==> images/detail.png <==
The bar under the picture is 5 um long. Region (36, 54) to (56, 74) um. Cells in gray, sequential cells in the stronger gray; small squares are vias.
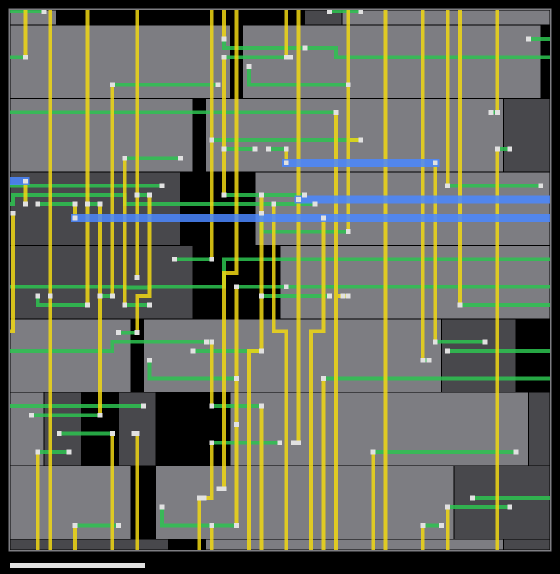
==> images/wires.png <==
The bar under the picture is 20 um long.
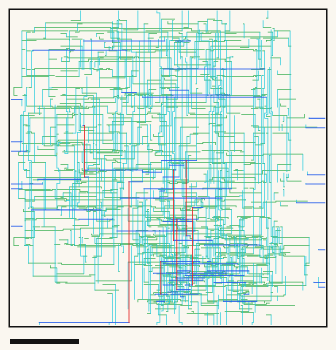
==> images/logic_types.png <==
The bar under the picture is 20 um long.
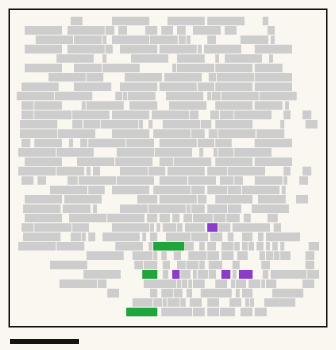
<file path="config.mk">
export PLATFORM = sky130hd
export DESIGN_NAME = pc_return_stack_flat
export DESIGN_NICKNAME = d
export VERILOG_FILES = /design/src/rtl/pc_return_stack_if.sv /design/src/rtl/pc_return_stack.sv /design/src/flat_wrapper.sv
export SDC_FILE = /design/constraint.sdc
export NUM_CORES = 1
export LEC_CHECK = 0
export CAP_MARGIN = 10
export CORE_UTILIZATION = 54
export CTS_BUF_LIST = sky130_fd_sc_hd__clkbuf_8
export CTS_CLUSTER_DIAMETER = 200
export DETAILED_ROUTE_END_ITERATION = 10
export GPL_TIMING_DRIVEN = 0
export PLACE_DENSITY = 0.78
export REMOVE_ABC_BUFFERS = 1
export SYNTH_ARGS = -nofsm -noshare
export SYNTH_HDL_FRONTEND = slang
export SYNTH_SLANG_ARGS = --single-unit
</file>
<file path="constraint.sdc">
create_clock -name clk -period 3.5 [get_ports clk]
set_clock_uncertainty 0.2 [all_clocks]
set_input_delay 0.875 -clock clk [delete_from_list [all_inputs] [get_ports clk]]
set_output_delay 0.875 -clock clk [all_outputs]
set_load 0.05 [all_outputs]
</file>
<file path="src/rtl/pc_return_stack_if.sv">
// Call/return bus between the PC controller and the return-address stack.
interface pc_return_stack_if #(
  parameter int unsigned WIDTH = 12,
  parameter int unsigned DEPTH = 8
);
  localparam int unsigned CW = $clog2(DEPTH + 1);

  logic             push;
  logic             pop;
  logic             flush;
  logic             err_clr;
  logic [WIDTH-1:0] push_data;
  logic [WIDTH-1:0] top;
  logic [CW-1:0]    count;
  logic             empty;
  logic             full;
  logic             stack_overflow;
  logic             stack_underflow;

  modport master (
    output push, pop, flush, err_clr, push_data,
    input  top, count, empty, full, stack_overflow, stack_underflow
  );

  modport slave (
    input  push, pop, flush, err_clr, push_data,
    output top, count, empty, full, stack_overflow, stack_underflow
  );
endinterface

</file>
<file path="src/rtl/pc_return_stack.sv">
// Parametrised return-address stack with replace, flush, occupancy count
// and sticky overflow/underflow flags.
module pc_return_stack #(
  parameter int unsigned WIDTH = 12,
  parameter int unsigned DEPTH = 8
) (
  input  logic               clk,
  input  logic               rst,
  pc_return_stack_if.slave   bus
);
  localparam int unsigned CW = $clog2(DEPTH + 1);
  localparam int unsigned AW = $clog2(DEPTH);

  logic [WIDTH-1:0] mem [DEPTH];
  logic [CW-1:0]    count_q;
  logic [CW-1:0]    count_d;
  logic             ovf_q;
  logic             unf_q;
  logic             ovf_set;
  logic             unf_set;
  logic             wr_en;
  logic [AW-1:0]    wr_idx;
  logic [AW-1:0]    top_idx;
  logic             is_empty;
  logic             is_full;

  assign is_empty = (count_q == '0);
  assign is_full  = (count_q == CW'(DEPTH));
  // Wraps when empty; the top mux hides that entry.
  assign top_idx  = AW'(count_q - CW'(1));

  // Operation decode in priority order: flush, replace, push, pop.
  always_comb begin
    count_d = count_q;
    wr_en   = 1'b0;
    wr_idx  = top_idx;
    ovf_set = 1'b0;
    unf_set = 1'b0;
    if (bus.flush) begin
      count_d = '0;
    end else if (bus.push && bus.pop) begin
      wr_en = 1'b1;
      if (is_empty) begin
        unf_set = 1'b1;
        wr_idx  = '0;
        count_d = CW'(1);
      end
    end else if (bus.push) begin
      if (is_full) begin
        ovf_set = 1'b1;
      end else begin
        wr_en   = 1'b1;
        wr_idx  = AW'(count_q);
        count_d = count_q + CW'(1);
      end
    end else if (bus.pop) begin
      if (is_empty) begin
        unf_set = 1'b1;
      end else begin
        count_d = count_q - CW'(1);
      end
    end
  end

  // Occupancy and sticky flags; a new error wins over err_clr.
  always_ff @(posedge clk or negedge rst) begin
    if (!rst) begin
      count_q <= '0;
      ovf_q   <= 1'b0;
      unf_q   <= 1'b0;
    end else begin
      count_q <= count_d;
      ovf_q   <= ovf_set | (ovf_q & ~bus.err_clr);
      unf_q   <= unf_set | (unf_q & ~bus.err_clr);
    end
  end

  // Storage needs no reset: entries at or above count are never visible.
  always_ff @(posedge clk) begin
    if (wr_en) begin
      mem[wr_idx] <= bus.push_data;
    end
  end

  assign bus.top             = is_empty ? '0 : mem[top_idx];
  assign bus.count           = count_q;
  assign bus.empty           = is_empty;
  assign bus.full            = is_full;
  assign bus.stack_overflow  = ovf_q;
  assign bus.stack_underflow = unf_q;
endmodule

</file>
<file path="src/flat_wrapper.sv">
// flat-port wrapper written by rule: the top's interface ports become plain ports
module pc_return_stack_flat 
#(
  parameter int unsigned WIDTH = 12,
  parameter int unsigned DEPTH = 8
)
  (clk, rst, bus_push, bus_pop, bus_flush, bus_err_clr, bus_push_data, bus_top, bus_count, bus_empty, bus_full, bus_stack_overflow, bus_stack_underflow);
  pc_return_stack_if #(.WIDTH(WIDTH), .DEPTH(DEPTH)) bus_i ();
  input  logic clk;
  input  logic rst;
  input wire logic [$bits(bus_i.push)-1:0] bus_push;
  input wire logic [$bits(bus_i.pop)-1:0] bus_pop;
  input wire logic [$bits(bus_i.flush)-1:0] bus_flush;
  input wire logic [$bits(bus_i.err_clr)-1:0] bus_err_clr;
  input wire logic [$bits(bus_i.push_data)-1:0] bus_push_data;
  output wire logic [$bits(bus_i.top)-1:0] bus_top;
  output wire logic [$bits(bus_i.count)-1:0] bus_count;
  output wire logic [$bits(bus_i.empty)-1:0] bus_empty;
  output wire logic [$bits(bus_i.full)-1:0] bus_full;
  output wire logic [$bits(bus_i.stack_overflow)-1:0] bus_stack_overflow;
  output wire logic [$bits(bus_i.stack_underflow)-1:0] bus_stack_underflow;
  assign bus_i.push = bus_push;
  assign bus_i.pop = bus_pop;
  assign bus_i.flush = bus_flush;
  assign bus_i.err_clr = bus_err_clr;
  assign bus_i.push_data = bus_push_data;
  assign bus_top = bus_i.top;
  assign bus_count = bus_i.count;
  assign bus_empty = bus_i.empty;
  assign bus_full = bus_i.full;
  assign bus_stack_overflow = bus_i.stack_overflow;
  assign bus_stack_underflow = bus_i.stack_underflow;
  pc_return_stack #(.WIDTH(WIDTH), .DEPTH(DEPTH)) u_core (.clk(clk), .rst(rst), .bus(bus_i));
endmodule
</file>
==> reports/summary.txt <==
Status = finished clean
Die area = 8390 sq um
CP cell instances = inv_1, ha_4, nor2b_2, nor3_1, a21oi_2, buf_4, o22ai_1, buf_4
Grt total ovfl = 0
Setup violations, final = 0
P&R area growth vs syn = 22.5%
EDFF count, synth = 96
Yosys reg bits = 102
Synth cell types = 42
CTS Buf Count = 9
Least-Margin Pin Slew = 977 ps
Sequential share of power = 0.316
Largest net degree at the start of global routing = 28
Antenna Violating Nets Remaining = 0
# nets final = 337
CP Class = reg2out
Setup WS post-layout = 28.0 ps
Sw power = 0.00215 W
DP Worst Slack = -1160 ps
Syn Std Cell Area = 4330 sq um
Worst r2r src = u_core.bus.count[0]
Slew Limit Fails = 0
Max Cap Viol = 0
Worst Hold Class = reg2reg
Clock period minus worst slack = 3470 ps
GR Util met3 = 0.0327
Pint = 0.00276 W
Met1 Use GR = 0.303
Core ar. = 7730 sq um
Die Y = 91.6 um
Hold WS = 330 ps
Placed Area = 4940 sq um
Hold path cells = 1
CP max FO = 8
Insertion Delay late pin = 350 ps
Antenna Diode Count = 0
Setup crit start = u_core.bus.count[0]
Number of global-route vias before repair = 2494
Critical path data arrival time = 2400 ps
First-pass GRT wire length = 13.5 mm
Top cell type by total area after synthesis = edfxtp_1
Area leader share = 0.665
CTS tree = built
GRT busiest layer = met2
Sw frac = 0.437
Endpoints failing hold = 0
Synth Seq Share = 0.700
Drt drc = 0
Hold endpoint = u_core.bus.stack_overflow
Start point of the worst hold path = u_core.bus.stack_overflow
Back to the opening pictures, detail.png:
metal 2 -> yellow
metal 3 -> blue
metal 1 -> green
netlist names of flops here include = `u_core.mem` (9)
cells with their middle in the window = 15
most frequent = edfxtp_1 (9), inv_1 (2), mux4_2 (2)
sequential cells in the window = 9

Back to the opening pictures, wires.png:
metal 2 -> cyan  # wire length 4470 um
metal 4 -> red  # wire length 150 um
metal 1 -> green  # wire length 3610 um
metal 3 -> blue  # wire length 602 um
Overall Global Routing Usage: 0.221
total number of vias: 2480
final WL: 8.83 mm
Routed wire per std cell: 20.9 um

Back to the opening pictures, logic_types.png:
adder and majority cells -> green  # cells 3, most used ha_4
AND and OR gates -> purple  # cells 4
final cell count without fillers: 423
highest-count logic cell in the final layout: edfxtp_1
fraction of area in multi-input gates: 0.237

## registers in the layout (all words and copies together) (netlist names)
signal / count
u_core.bus.count: 4
u_core.bus.stack_overflow: 1
u_core.bus.stack_underflow: 1
u_core.mem: 96
## cell type report
cell class              count  area, sq um
multi-input cells         112         1260
well taps                 102          128
clock inverters             7         66.3
flip-flops and latches    102         3040
repair buffers             59          571
fillers                   505         2420
inverters                  32          125
clock buffers               9          124
## power groups by stage
stage / Clock [W] / Sequential, W / Combinational, W
final: 0.000694 / 0.00155 / 0.00267
after global routing: 0.000756 / 0.00156 / 0.00281
after CTS: 0.000705 / 0.00155 / 0.00249
after detailed placement: 0 / 0.00162 / 0.00237
after global placement: 0 / 0.00165 / 0.00218
after floorplan: 0 / 0.00169 / 0.00151
## per-layer routing
metal / up-vias / wire, um / share of wire
li1: 1130 / - / -
met1: 1221 / 3610 / 0.41
met2: 113 / 4470 / 0.51
met3: 16 / 601 / 0.068
met4: 0 / 150 / 0.017
met5: - / 0 / 0
## cells in the final DEF, fill, tap and decap left out, drive strengths merged, types with 2 or more instances in the layout
cell | Yosys | layout
clkdlybuf4s50 | 0 | 23
nand2b | 4 | 4
o32ai | 2 | 2
inv | 31 | 34
ha | 3 | 3
edfxtp | 96 | 96
mux2i | 2 | 2
mux4 | 24 | 24
o21ai | 7 | 7
nand2 | 3 | 3
clkinv | 1 | 4
buf | 7 | 29
nor3 | 13 | 13
o22ai | 12 | 12
nor2 | 7 | 7
dfrtp | 6 | 6
a31oi | 2 | 2
a21oi | 8 | 9
clkbuf | 8 | 14
nor2b | 4 | 4
## worst max-delay path, delay by kind of cell, from the launching register on
family	cells	cell delay, ps
buffers and inverters	3	620
flip-flops	1	500
AND-OR/OR-AND	2	310
AND/OR/NAND/NOR	2	380
adder cells (fa/ha/maj)	1	230
## cells by family (layout without fill, tap and decap cells)
group	count (synthesis)	in the layout	share of synthesized area
xor gates and xnor gates	2	2	0.00404
DFF	102	102	0.700
adders and majority gates	3	3	0.00866
and+or+nand+nor	39	39	0.0520
AOI/OAI and AO/OA	40	41	0.0612
muxes	27	27	0.132
buffers and inverters	47	107	0.0424
## worst max-delay path by stage
stage                            end  slack [ps]  depth (start not counted)
floorplan                 bus_top[0]       -1440                          5
global placement    u_core.mem[0][5]       -2570                          5
detailed placement       bus_top[10]       -1160                          7
CTS                      bus_top[10]          10                          7
global route              bus_top[0]         -50                          8
finish                   bus_top[11]          30                          8
## metrics by stage
step | total power [W] | util | instances
detailed placement | 0.00399 | 0.639 | 394
global placement | 0.00384 | 0.617 | 384
floorplan | 0.00320 | - | 245
finish | 0.00491 | 0.687 | 423
global route | 0.00513 | 0.687 | 423
CTS | 0.00474 | 0.670 | 414
## what timing repair did
| item | in CTS | in global routing |
|---|---|---|
| resized | 79 | 13 |
| setup endpoints to repair | 94 | 94 |
| pin swaps | 1 | 4 |
| setup buffers | 3 | 9 |
| hold buffers | 0 | 0 |
| gates cloned | 1 | 0 |
Power and IR drop assume default switching activity.
